$ cat config.mk
export PLATFORM = sky130hd
export DESIGN_NAME = fp_unpack_pipe
export DESIGN_NICKNAME = d
export VERILOG_FILES = /design/src/rtl/fp_pkg.sv /design/src/rtl/fp_unpack_pipe_lzc.sv /design/src/rtl/fp_unpack_pipe.sv
export SDC_FILE = /design/constraint.sdc
export NUM_CORES = 2
export LEC_CHECK = 0
export CELL_PAD_IN_SITES_DETAIL_PLACEMENT = 0
export CELL_PAD_IN_SITES_GLOBAL_PLACEMENT = 1
export CORE_MARGIN = 1.5
export CORE_UTILIZATION = 45
export CTS_BUF_LIST = sky130_fd_sc_hd__clkbuf_8
export CTS_CLUSTER_SIZE = 24
export DETAILED_ROUTE_END_ITERATION = 8
export PLACE_DENSITY = 0.93
export SKIP_LAST_GASP = 1
export SLEW_MARGIN = 20
export SYNTH_ARGS = -nofsm -noshare
export SYNTH_HDL_FRONTEND = slang
export SYNTH_SLANG_ARGS = --single-unit
export TNS_END_PERCENT = 10
$ cat constraint.sdc
create_clock -name clk -period 8.8 [get_ports clk]
set_input_delay 1.76 -clock clk [delete_from_list [all_inputs] [get_ports clk]]
set_output_delay 1.76 -clock clk [all_outputs]
set_load 0.01 [all_outputs]
$ cat src/rtl/fp_pkg.sv
// Shared constants and helpers for the FP operand pre-decode pipeline.
// Op and class bit positions, the constant 1.0 and the classifier.
package fp_pkg;

   localparam int USE_MUL  = 0;
   localparam int USE_ADD  = 1;
   localparam int NEG_PROD = 2;
   localparam int NEG_ADD  = 3;

   localparam int CLS_ZERO = 0;
   localparam int CLS_SUBN = 1;
   localparam int CLS_INF  = 2;
   localparam int CLS_QNAN = 3;
   localparam int CLS_SNAN = 4;
   localparam int CLS_W    = 5;

   // 1.0 encoded as {0, BIAS, 0}, wide enough for any caller to slice
   function automatic logic [63:0] fp_one(input int ew, input int fw);
      logic [63:0] b;
      b = (64'd1 << (ew - 1)) - 64'd1;
      return b << fw;
   endfunction

   // Class vector {snan,qnan,inf,subn,zero} from exponent/fraction summaries
   function automatic logic [CLS_W-1:0] fp_classify(
      input logic e_zero,
      input logic e_ones,
      input logic f_msb,
      input logic f_nz
   );
      logic [CLS_W-1:0] c;
      c           = '0;
      c[CLS_ZERO] = e_zero & ~f_nz;
      c[CLS_SUBN] = e_zero & f_nz;
      c[CLS_INF]  = e_ones & ~f_nz;
      c[CLS_QNAN] = e_ones & f_msb;
      c[CLS_SNAN] = e_ones & ~f_msb & f_nz;
      return c;
   endfunction

endpackage

$ cat src/rtl/fp_unpack_pipe_lzc.sv
// Leading-zero counter used to normalise subnormal fractions.
// An all-zero input yields WIDTH.
module fp_lzc #(
   parameter int WIDTH = 23,
   parameter int CW    = $clog2(WIDTH + 1)
) (
   input  logic [WIDTH-1:0] data,
   output logic [CW-1:0]    count
);

   // Highest set bit wins, so scan upward and keep overwriting
   always_comb begin
      count = CW'(WIDTH);
      for (int i = 0; i < WIDTH; i++) begin
         if (data[i]) count = CW'(WIDTH - 1 - i);
      end
   end

endmodule

$ cat src/rtl/fp_unpack_pipe.sv
// Two-stage multi-lane FP operand select, classify and normalise.
// S1 selects and classifies, S2 normalises subnormals.
module fp_unpack_pipe
   import fp_pkg::*;
#(
   parameter int FW    = 23,
   parameter int EW    = 8,
   parameter int LANES = 4,
   parameter int TW    = 4
) (
   input  logic                           clk,
   input  logic                           rst_n,
   input  logic                           flush,
   input  logic                           in_valid,
   output logic                           in_ready,
   input  logic [3:0]                     op,
   input  logic [TW-1:0]                  tag_i,
   input  logic [LANES*(EW+FW+1)-1:0]     opA,
   input  logic [LANES*(EW+FW+1)-1:0]     opB,
   input  logic [LANES*(EW+FW+1)-1:0]     opC,
   output logic                           out_valid,
   input  logic                           out_ready,
   output logic [TW-1:0]                  tag_o,
   output logic [LANES*3-1:0]             sign,
   output logic [LANES*3*(EW+2)-1:0]      exponent,
   output logic [LANES*3*(FW+1)-1:0]      significant,
   output logic [LANES*3*5-1:0]           cls
);

   localparam int W  = EW + FW + 1;
   localparam int XW = EW + 2;
   localparam int N  = LANES * 3;
   localparam int LW = $clog2(FW + 1);
   localparam logic [W-1:0] ONE = W'(fp_one(EW, FW));

   logic          s1_v, s2_v, s2_adv, accept;
   logic [TW-1:0] s1_tag, s2_tag;
   logic [W-1:0]  sel    [N];
   logic [W-1:0]  s1_opnd [N];
   logic [N*CLS_W-1:0] sel_cls, s1_cls, s2_cls;
   logic [LW-1:0] lz [N];
   logic [N-1:0]      nx_sign, s2_sign;
   logic [N*XW-1:0]   nx_exp, s2_exp;
   logic [N*(FW+1)-1:0] nx_sig, s2_sig;
   logic [W-1:0]  pflip, aflip;

   assign s2_adv   = s1_v & (~s2_v | out_ready);
   assign in_ready = ~s1_v | s2_adv;
   assign accept   = in_valid & in_ready & ~flush;
   assign pflip    = {op[NEG_PROD], {(W-1){1'b0}}};
   assign aflip    = {op[NEG_ADD], {(W-1){1'b0}}};

   // Per-lane operand select with sign negation, then classify
   always_comb begin
      sel_cls = '0;
      for (int i = 0; i < LANES; i++) begin
         sel[3*i]   = '0;
         sel[3*i+1] = '0;
         sel[3*i+2] = '0;
         case ({op[USE_ADD], op[USE_MUL]})
            2'b01: begin
               sel[3*i]   = opA[i*W +: W];
               sel[3*i+1] = opB[i*W +: W] ^ pflip;
            end
            2'b10: begin
               sel[3*i]   = ONE;
               sel[3*i+1] = opA[i*W +: W];
               sel[3*i+2] = opB[i*W +: W] ^ aflip;
            end
            2'b11: begin
               sel[3*i]   = opA[i*W +: W];
               sel[3*i+1] = opB[i*W +: W] ^ pflip;
               sel[3*i+2] = opC[i*W +: W] ^ aflip;
            end
            default: ;
         endcase
      end
      for (int k = 0; k < N; k++) begin
         sel_cls[k*CLS_W +: CLS_W] = fp_classify(
            sel[k][W-2:FW] == '0,
            &sel[k][W-2:FW],
            sel[k][FW-1],
            |sel[k][FW-1:0]);
      end
   end

   // Stage valids: flush kills both, S1 refills on accept
   always_ff @(posedge clk or negedge rst_n) begin
      if (!rst_n) begin
         s1_v <= 1'b0;
         s2_v <= 1'b0;
      end else if (flush) begin
         s1_v <= 1'b0;
         s2_v <= 1'b0;
      end else begin
         if (accept)      s1_v <= 1'b1;
         else if (s2_adv) s1_v <= 1'b0;
         if (s2_adv)         s2_v <= 1'b1;
         else if (out_ready) s2_v <= 1'b0;
      end
   end

   // S1 data capture on accept
   always_ff @(posedge clk or negedge rst_n) begin
      if (!rst_n) begin
         s1_tag <= '0;
         s1_cls <= '0;
         for (int k = 0; k < N; k++) s1_opnd[k] <= '0;
      end else if (accept) begin
         s1_tag <= tag_i;
         s1_cls <= sel_cls;
         for (int k = 0; k < N; k++) s1_opnd[k] <= sel[k];
      end
   end

   for (genvar k = 0; k < N; k++) begin : g_lzc
      fp_lzc #(.WIDTH(FW)) u_lzc (
         .data  (s1_opnd[k][FW-1:0]),
         .count (lz[k])
      );
   end

   // Unpack each operand into extended exponent and leading-one significand
   always_comb begin
      for (int k = 0; k < N; k++) begin
         nx_sign[k] = s1_opnd[k][W-1];
         nx_exp[k*XW +: XW] = {2'b00, s1_opnd[k][W-2:FW]};
         nx_sig[k*(FW+1) +: FW+1] = {1'b1, s1_opnd[k][FW-1:0]};
         if (s1_cls[k*CLS_W + CLS_ZERO]) begin
            nx_exp[k*XW +: XW] = '0;
            nx_sig[k*(FW+1) +: FW+1] = '0;
         end else if (s1_cls[k*CLS_W + CLS_SUBN]) begin
            nx_exp[k*XW +: XW] = XW'(0) - XW'(lz[k]);
            nx_sig[k*(FW+1) +: FW+1] =
               (FW+1)'({s1_opnd[k][FW-1:0], 1'b0} << lz[k]);
         end
      end
   end

   // S2 output registers, loaded when S1 advances
   always_ff @(posedge clk or negedge rst_n) begin
      if (!rst_n) begin
         s2_tag  <= '0;
         s2_sign <= '0;
         s2_exp  <= '0;
         s2_sig  <= '0;
         s2_cls  <= '0;
      end else if (s2_adv) begin
         s2_tag  <= s1_tag;
         s2_sign <= nx_sign;
         s2_exp  <= nx_exp;
         s2_sig  <= nx_sig;
         s2_cls  <= s1_cls;
      end
   end

   assign out_valid   = s2_v;
   assign tag_o       = s2_tag;
   assign sign        = s2_sign;
   assign exponent    = s2_exp;
   assign significant = s2_sig;
   assign cls         = s2_cls;

endmodule

Fig. 1: met3 routing
Drawn at 1.5 px/um.
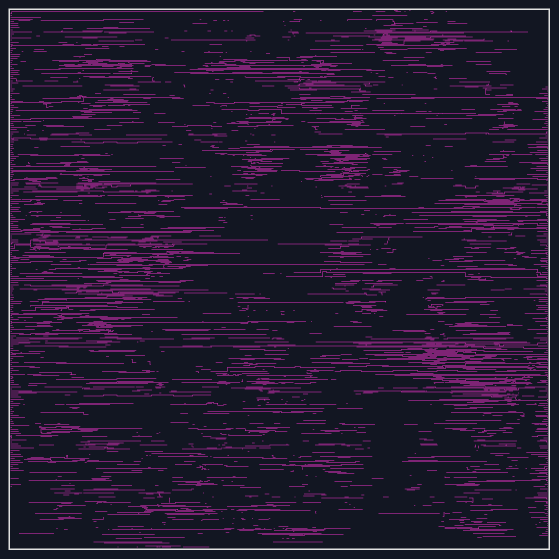
share of all routed wire: 11%
main direction: horizontal
nets with wire on the layer: 1588
longest straight run: 171 um
wire length on this layer: 31.0 mm

Fig. 2: sizing map
Drawn at 1.5 px/um.
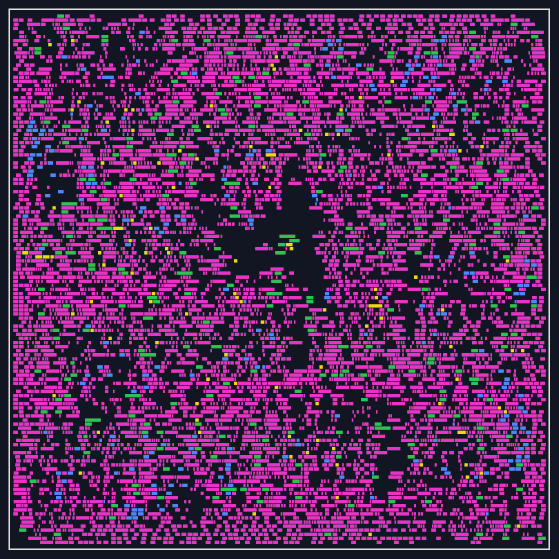
[drive 3 to 4] yellow | cells: 109 | most used: buf_4
[drive 2] blue | cells: 248 | most used: mux2_2
[drive 1 or less] magenta | cells: 6950 | most used: nand2_1
[drive 6 and up] green | cells: 255 | most used: clkbuf_8
Worst Slack Setup Final: 3.86 ns
area grow syn2layout: 23.5%
Non-clock buffers: 991
Design Area, Final: 70400 um2

Fig. 3: wire density map
Drawn at 1 px/um. The die is cut into 36 by 36 equal tiles; black is low, pale yellow is high, scaled to the fullest tile. Values are wire area over tile area, all layers added.
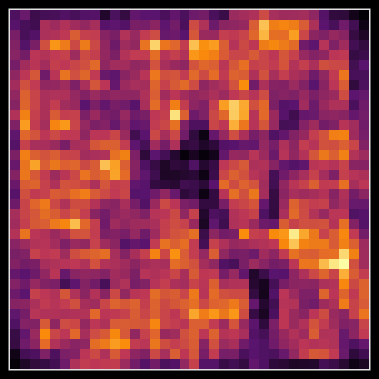
emptiest ninth of the die: center
tiles over half the peak: 38%
nearly empty tiles: 0.30%
fullest tile: 0.85
mean over tiles: 0.38

==> notes.md <==
run metrics: synth warn 0, Slew Limit Fails 0, MUX area fraction 0.115, slowest stage cell on the critical path clkdlybuf4s50_1, Top Metal Used met5, fillers 11600, Seq/Total Area, Yosys 0.404, Global Route Usage Sum 0.413, Syn Inst Count 6864, Finish-stage setup viols 0, final cell count without fillers 9226, initial antenna violation count 25, YS chip area 57000 um2, Clock Power 4580 uW, Critical R2R Capture significant[205]$_DFFE_PN0P_, CP Cell Sequence clkdlybuf4s50_1 -> nor2b_1 -> nand2_1 -> clkdlybuf4s50_1, Num CTS Buffers 168, sw frac 0.402, DP Worst Slack 3.46 ns, Antenna Nets Post-Route 0, internal power 9940 uW, Mapped Area 57000 um2, most frequent CP cell clkdlybuf4s50_1, Hold Path Cell Cnt 2, Die Area 129000 um2, flop count 922, most frequent cell after synthesis nand2_1, ys async rst share 1.00, Syn Area/Cell 8.31 um2, # IOs 883, Logic pwr share 0.367, largest cells by area after synthesis dfrtp_1 (40%), mux2i_1 (8.1%), nand2_1 (7.7%), num rows 130, Most Used Layer, Global Route met2, via count 61100, WL met2 118000 um, top power group combinational logic, Synth area leader dfrtp_1, Fin Setup TNS 0 ns, Final Wtd Congestion 1.02, CP bufs+invs 2, Final Hold Viols 0, DR iter-0 viols 8658, hold_sp s1_cls[33]$_DFFE_PN0P_, crit path DRT 7.04 ns, flops out of synthesis 922, final design utilization 0.560, worst setup path category in2out, Die Height 359 um, most used flip-flop cell dfrtp_1, crit-path max cell delay 0.51 ns, Tightest Pin Transition 1.14 ns, P_sw 6670 uW, largest class logic gates, Comb/total area 0.444, inverters 118, status finished clean, Worst slew margin 0.239, clock transition at the registers of the reported paths 0.05 ns, LEAKAGE 0.0305 uW, crit-path max FO 5, max FFs per register 372, Die X 359 um, starting density of the core 0.454, Final min period 4.94 ns, Biggest register s1_opnd, Port Buffers 882, CORE AREA 126000 um2, tapcell count 1650, post-cts resize count 0, met1 Resource Use GR 0.542, register share of the cell area 0.328, most common cell after layout, fill and taps aside nand2_1, clk sinks 922, aoi share 0.214, CTS tree done, dpl hpwl 201000 um, max-cap violation count 0, Comb area 31300 um2, M2 GR Usage 0.609, Nets at Floorplan 7273, combinational power 6090 uW, Critical R2R Launch s1_opnd[118]$_DFFE_PN0P_, smallest hold slack 0.465 ns, main logic family after synthesis AND-OR/OR-AND gates, Crit. path cell count 4, EDFF count, synth 0, Metal-1 WL 109000 um, WP data arrival 3.18 ns, startpoint types primary input, Flop pwr share 0.357, grt met3 use 0.120, Top-area cell share 0.404, critical path endpoint category output pin, Cell variety after synth 98, Adder Area Share 0.00263, Post-Place Cells 8906, Multi-In Gates 5226, Reg area 23100 um2, Top Layout Cells nand2_1 (1162), dfrtp_1 (922), clkdlybuf4s50_1 (879), nor2_1 (660), o21ai_0 (477), pin count of the biggest net entering global routing 183, First-pass DRT Iterations 8, DP Area 66700 um2, worst skew pair latency 0.94 ns, Peak VDD IR 0.000175 V, RSZ-0062 raised after global routing no, # Cells Yosys 6864, pwr/cell area 236 nW/um2, antenna cells 14, yosys simple share 0.209, Clock buffer cells 215, first-pass GRT wire length 403000 um, R2R Setup Slk 4.65 ns, DRC Markers 0, CP delay by family, top buffers and inverters, total grt overflow 0, vias in the first global route 57800, htree depth 4, final layout net count 7836, vias per std cell 6.62, reg2reg path depth 9, hold path endpoint cls[33]$_DFFE_PN0P_, sequential cell power 5940 uW, most instantiated cells after synthesis nand2_1 (1163), dfrtp_1 (922), nor2_1 (662), Final period util 0.562, clk tree area frac 0.0525
Power figures rest on the tool's default switching activity, not on a simulated workload.
